met1.png
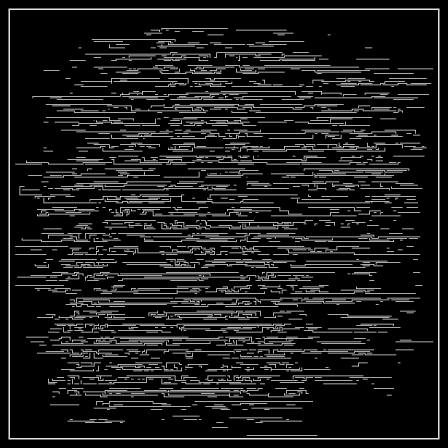
met2.png
Scale bar: 20 um. Cells faint in the background.
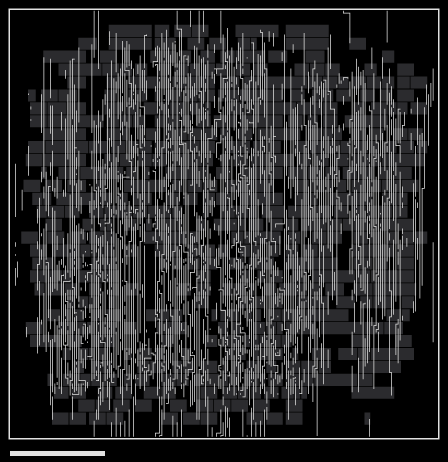
met3.png
Scale bar: 20 um.
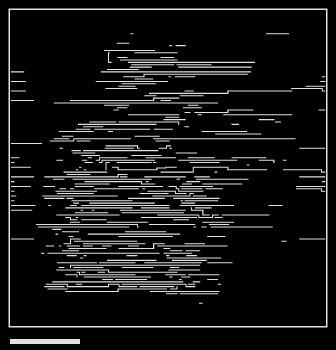
met4.png
Cells faint in the background.
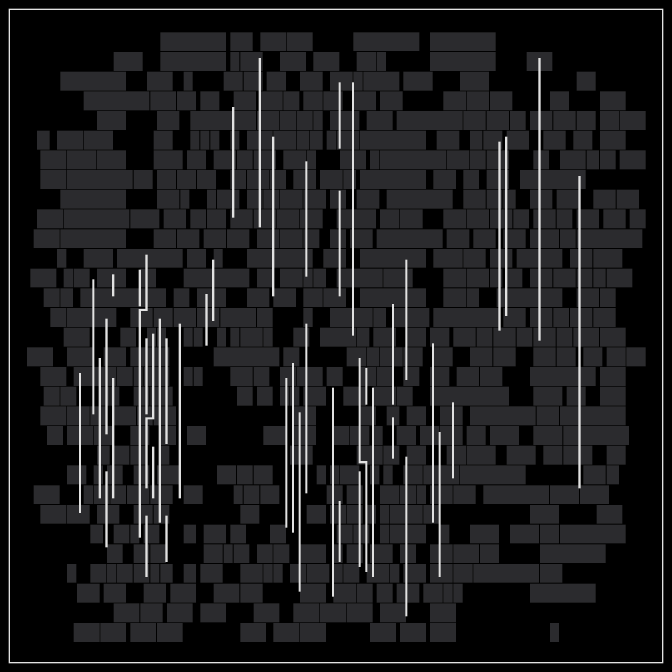
$ cat config.mk
export PLATFORM = sky130hd
export DESIGN_NAME = wb_issue_scheduler
export DESIGN_NICKNAME = d
export VERILOG_FILES = /design/src/rtl/wb_issue_scheduler.sv
export SDC_FILE = /design/constraint.sdc
export NUM_CORES = 1
export LEC_CHECK = 0
export CAP_MARGIN = 40
export CORE_MARGIN = 2
export CORE_UTILIZATION = 57
export CTS_CLUSTER_SIZE = 16
export DETAILED_ROUTE_END_ITERATION = 6
export PLACE_DENSITY = 0.9
export SYNTH_ARGS = -nofsm -noshare
export SYNTH_HDL_FRONTEND = slang
export SYNTH_SLANG_ARGS = --single-unit
$ cat constraint.sdc
create_clock -name clk_i -period 4.4 [get_ports clk_i]
set_clock_uncertainty 0.15 [all_clocks]
set_input_delay 0.66 -clock clk_i [delete_from_list [all_inputs] [get_ports clk_i]]
set_output_delay 0.66 -clock clk_i [all_outputs]
set_load 0.005 [all_outputs]
$ cat src/rtl/wb_issue_scheduler.sv
// Decode-side issue scheduler: a writeback-timing shift table of in-flight
// register writes that resolves wb-port, RAW-on-mult and WAW hazards.
module wb_issue_scheduler #(
  parameter int ALU_WB_LAT = 4,
  parameter int MUL_WB_LAT = 6
) (
  input  logic        clk_i,
  input  logic        rsn_i,
  input  logic        dec_valid_i,
  input  logic [4:0]  dec_rs1_addr_i,
  input  logic        dec_rs1_use_i,
  input  logic [4:0]  dec_rs2_addr_i,
  input  logic        dec_rs2_use_i,
  input  logic [4:0]  dec_rd_addr_i,
  input  logic        dec_wr_en_i,
  input  logic        dec_is_mult_i,
  input  logic        pipe_stall_i,
  output logic        issue_o,
  output logic        stall_core_o,
  output logic        wb_valid_o,
  output logic [4:0]  wb_addr_o,
  output logic [31:0] pending_o
);
  localparam int D = MUL_WB_LAT;

  typedef struct packed {
    logic       valid;
    logic [4:0] rd;
    logic       is_mult;
  } slot_t;

  slot_t [D-1:0] slot_q, slot_d;
  logic eff_wr, raw, waw, strct, hazard;

  function automatic logic src_hit(input logic [4:0] addr, input logic use_, input logic [4:0] rd);
    return use_ && (addr != 5'd0) && (addr == rd);
  endfunction

  assign eff_wr = dec_wr_en_i & (dec_rd_addr_i != 5'd0);

  // Mult results at slot 0 are on the wb bus and bypassable; ALU results always are.
  always_comb begin
    raw = 1'b0;
    waw = 1'b0;
    for (int k = 0; k < D; k++) begin
      if (slot_q[k].valid) begin
        if (k >= 1 && slot_q[k].is_mult &&
            (src_hit(dec_rs1_addr_i, dec_rs1_use_i, slot_q[k].rd) ||
             src_hit(dec_rs2_addr_i, dec_rs2_use_i, slot_q[k].rd)))
          raw = 1'b1;
        if (eff_wr && slot_q[k].rd == dec_rd_addr_i)
          waw = 1'b1;
      end
    end
  end

  // An entry at ALU_WB_LAT shifts into the ALU target slot on this edge.
  assign strct  = eff_wr & ~dec_is_mult_i & slot_q[ALU_WB_LAT].valid;
  assign hazard = dec_valid_i & (raw | waw | strct);

  assign stall_core_o = rsn_i & (pipe_stall_i | hazard);
  assign issue_o      = rsn_i & dec_valid_i & ~(pipe_stall_i | hazard);

  always_comb begin
    slot_d = {slot_t'('0), slot_q[D-1:1]};
    if (issue_o && eff_wr) begin
      if (dec_is_mult_i)
        slot_d[D-1] = '{valid: 1'b1, rd: dec_rd_addr_i, is_mult: 1'b1};
      else
        slot_d[ALU_WB_LAT-1] = '{valid: 1'b1, rd: dec_rd_addr_i, is_mult: 1'b0};
    end
  end

  always_ff @(posedge clk_i or negedge rsn_i) begin
    if (!rsn_i)
      slot_q <= '0;
    else if (!pipe_stall_i)
      slot_q <= slot_d;
  end

  assign wb_valid_o = slot_q[0].valid & ~pipe_stall_i;
  assign wb_addr_o  = wb_valid_o ? slot_q[0].rd : 5'd0;

  always_comb begin
    pending_o = '0;
    for (int k = 0; k < D; k++)
      if (slot_q[k].valid) pending_o[slot_q[k].rd] = 1'b1;
    pending_o[0] = 1'b0;
  end
endmodule

==> run summary <==
Result of the run - finished clean
Leakage component of the power - 1.87 nW
Hold_ws - 22.9 ps
Clk latency late pin - 310 ps
Switching share of power - 34.0%
Tightest slew margin relative to the limit - 38.0%
Post-synth top area cell - sky130_fd_sc_hd__dfrtp_1
Global-route usage over all layers - 38.7%
Internal power - 0.657 mW
Clock network fraction of total power - 31.1%
Buffers inserted during post-CTS setup optimization - 0
Clock tree from TritonCTS - yes
Overall chip area - 0.00811 sq mm
Count of mapped cells out of synthesis - 522
Number of fill cells - 612
Logic depth of the worst path, buffers included - 10
Fraction of final layout cells with drive strength greater than 1 - 14.9%
CP Data Required Time - 3590 ps
Critical path fanouts, max - 8
Distinct lib cells used - 44
Yosys warns - 0
Count of antenna-violating nets left after detailed routing - 0
H-tree levels - 2
Number of flops mapped to enable cells by yosys - 0
Yosys cell count - 522
Num rows - 31
Buf+Inv Stages, Crit Path - 3
Seq/Total Area, Yosys - 23.1%
Final setup violation count - 0
Die width - 90.1 um
Number of buffers added on ports - 61
Cell area after layout - 0.00489 sq mm
FMAX - 234 MHz
Leading power group - sequential cells
Initial standard-cell utilization of the core - 58.5%
Peak supply drop - 0.131 mV
Cell Count Post-Placement - 627
Root Buffer - sky130_fd_sc_hd__clkbuf_8
Routed WL - 16.2 mm
Cell type of the slowest stage on the worst timing path - sky130_fd_sc_hd__a31oi_1
Endpoints failing hold - 0
Startpoint Class - input pin
RSZ-0062 raised after global routing - no
Congestion Overflow GR - 0
Clock slew at reported path FFs - 80 ps
Wire length per cell after detailed routing - 25.5 um
## Picture notes: met1.png
The longest straight run is 28.1 um. The layer holds 36% of the routed length. The layer carries 5790 um of wire. The wires run mostly horizontal.

## Picture notes: met2.png
The layer carries 7060 um of wire. The layer holds 44% of the routed length. The longest straight run is 39.8 um. The wires run mostly vertical. 481 nets have wire on it.

## Picture notes: met3.png
The layer carries 2450 um of wire. The layer holds 15% of the routed length. 141 nets have wire on it.

## Picture notes: met4.png
The longest straight run is 42.8 um. The wires run mostly vertical. The layer holds 5.3% of the routed length. The layer carries 858 um of wire.

==> cells in the final DEF (no fill, tap or decap), types with 5 or more instances in the layout <==
cell and count:
sky130_fd_sc_hd__buf_4 21, sky130_fd_sc_hd__clkbuf_8 5, sky130_fd_sc_hd__clkdlybuf4s50_1 59, sky130_fd_sc_hd__dfrtp_1 39, sky130_fd_sc_hd__inv_1 5, sky130_fd_sc_hd__mux2_2 27
sky130_fd_sc_hd__nand2_1 19, sky130_fd_sc_hd__nand3_1 16, sky130_fd_sc_hd__nand3b_1 29, sky130_fd_sc_hd__nand4_1 6, sky130_fd_sc_hd__nor2_1 39, sky130_fd_sc_hd__nor4_1 28
sky130_fd_sc_hd__o211ai_1 5, sky130_fd_sc_hd__o221ai_1 28, sky130_fd_sc_hd__o22ai_1 57, sky130_fd_sc_hd__o311ai_0 5, sky130_fd_sc_hd__or3b_2 16, sky130_fd_sc_hd__or4_1 8
sky130_fd_sc_hd__xnor2_1 20, sky130_fd_sc_hd__xor2_1 60
==> routing by layer <==
| metal | global-route usage (%) | vias up | share of wire, % | wire (um) |
|---|---|---|---|---|
| li1 | - | 1976 | - | - |
| met1 | 51.8 | 2203 | 36 | 5790 |
| met2 | 58.9 | 497 | 44 | 7060 |
| met3 | 9.22 | 106 | 15 | 2450 |
| met4 | 18.6 | 2 | 5.3 | 858 |
| met5 | 0 | - | 0.049 | 8 |
==> area by class of cell <==
| type | count | area [sq um] | share of cell area (%) |
|---|---|---|---|
| clock buffers | 5 | 68.8 | 1.41 |
| clock inverters | 3 | 43.8 | 0.895 |
| inverters | 5 | 18.8 | 0.383 |
| multi-input cells | 401 | 2900 | 59.3 |
| flip-flops and latches | 39 | 976 | 19.9 |
| well taps | 99 | 124 | 2.53 |
| repair buffers | 83 | 763 | 15.6 |
==> kinds of logic after synthesis <==
| group | count (synthesis) | synth area share, % |
|---|---|---|
| simple gates | 177 | 24.7 |
| compound gates | 115 | 19.9 |
| buf+inv | 82 | 8.18 |
| xor+xnor | 80 | 16.6 |
| flops | 39 | 23.1 |
| mux | 28 | 7.44 |
| other cells | 1 | 0.0888 |
==> how the worst max path moves through the flow <==
| stage | start | to | slack (ps) |
|---|---|---|---|
| floorplan | dec_rd_addr_i[4] | issue_o | 1280 |
| global placement | dec_rs1_addr_i[1] | issue_o | 340 |
| detailed placement | dec_rd_addr_i[4] | stall_core_o | 240 |
| CTS | dec_rd_addr_i[4] | stall_core_o | 220 |
| global route | dec_rd_addr_i[2] | stall_core_o | 20 |
| finish | dec_rd_addr_i[4] | stall_core_o | 130 |
==> Yosys cell counts, drive strengths merged (2+ instances only) <==
cell / n
xnor2: 20
or3b: 17
nand4: 6
clkbuf: 64
nand3: 16
nor4: 28
and3: 3
nor2: 39
o221ai: 28
a22o: 5
nand2: 19
a31oi: 4
o22ai: 57
o211ai: 5
inv: 5
nand3b: 29
buf: 13
mux2: 27
and2: 4
o21ai: 3
or4: 9
o41ai: 4
o311ai: 5
xor2: 60
and4: 2
dfrtp: 39
==> registers in the layout, summed over array words and instances (netlist names) <==
signal / flops
slot_d: 27
slot_q: 12
Power figures rest on the tool's default switching activity, not on a simulated workload.
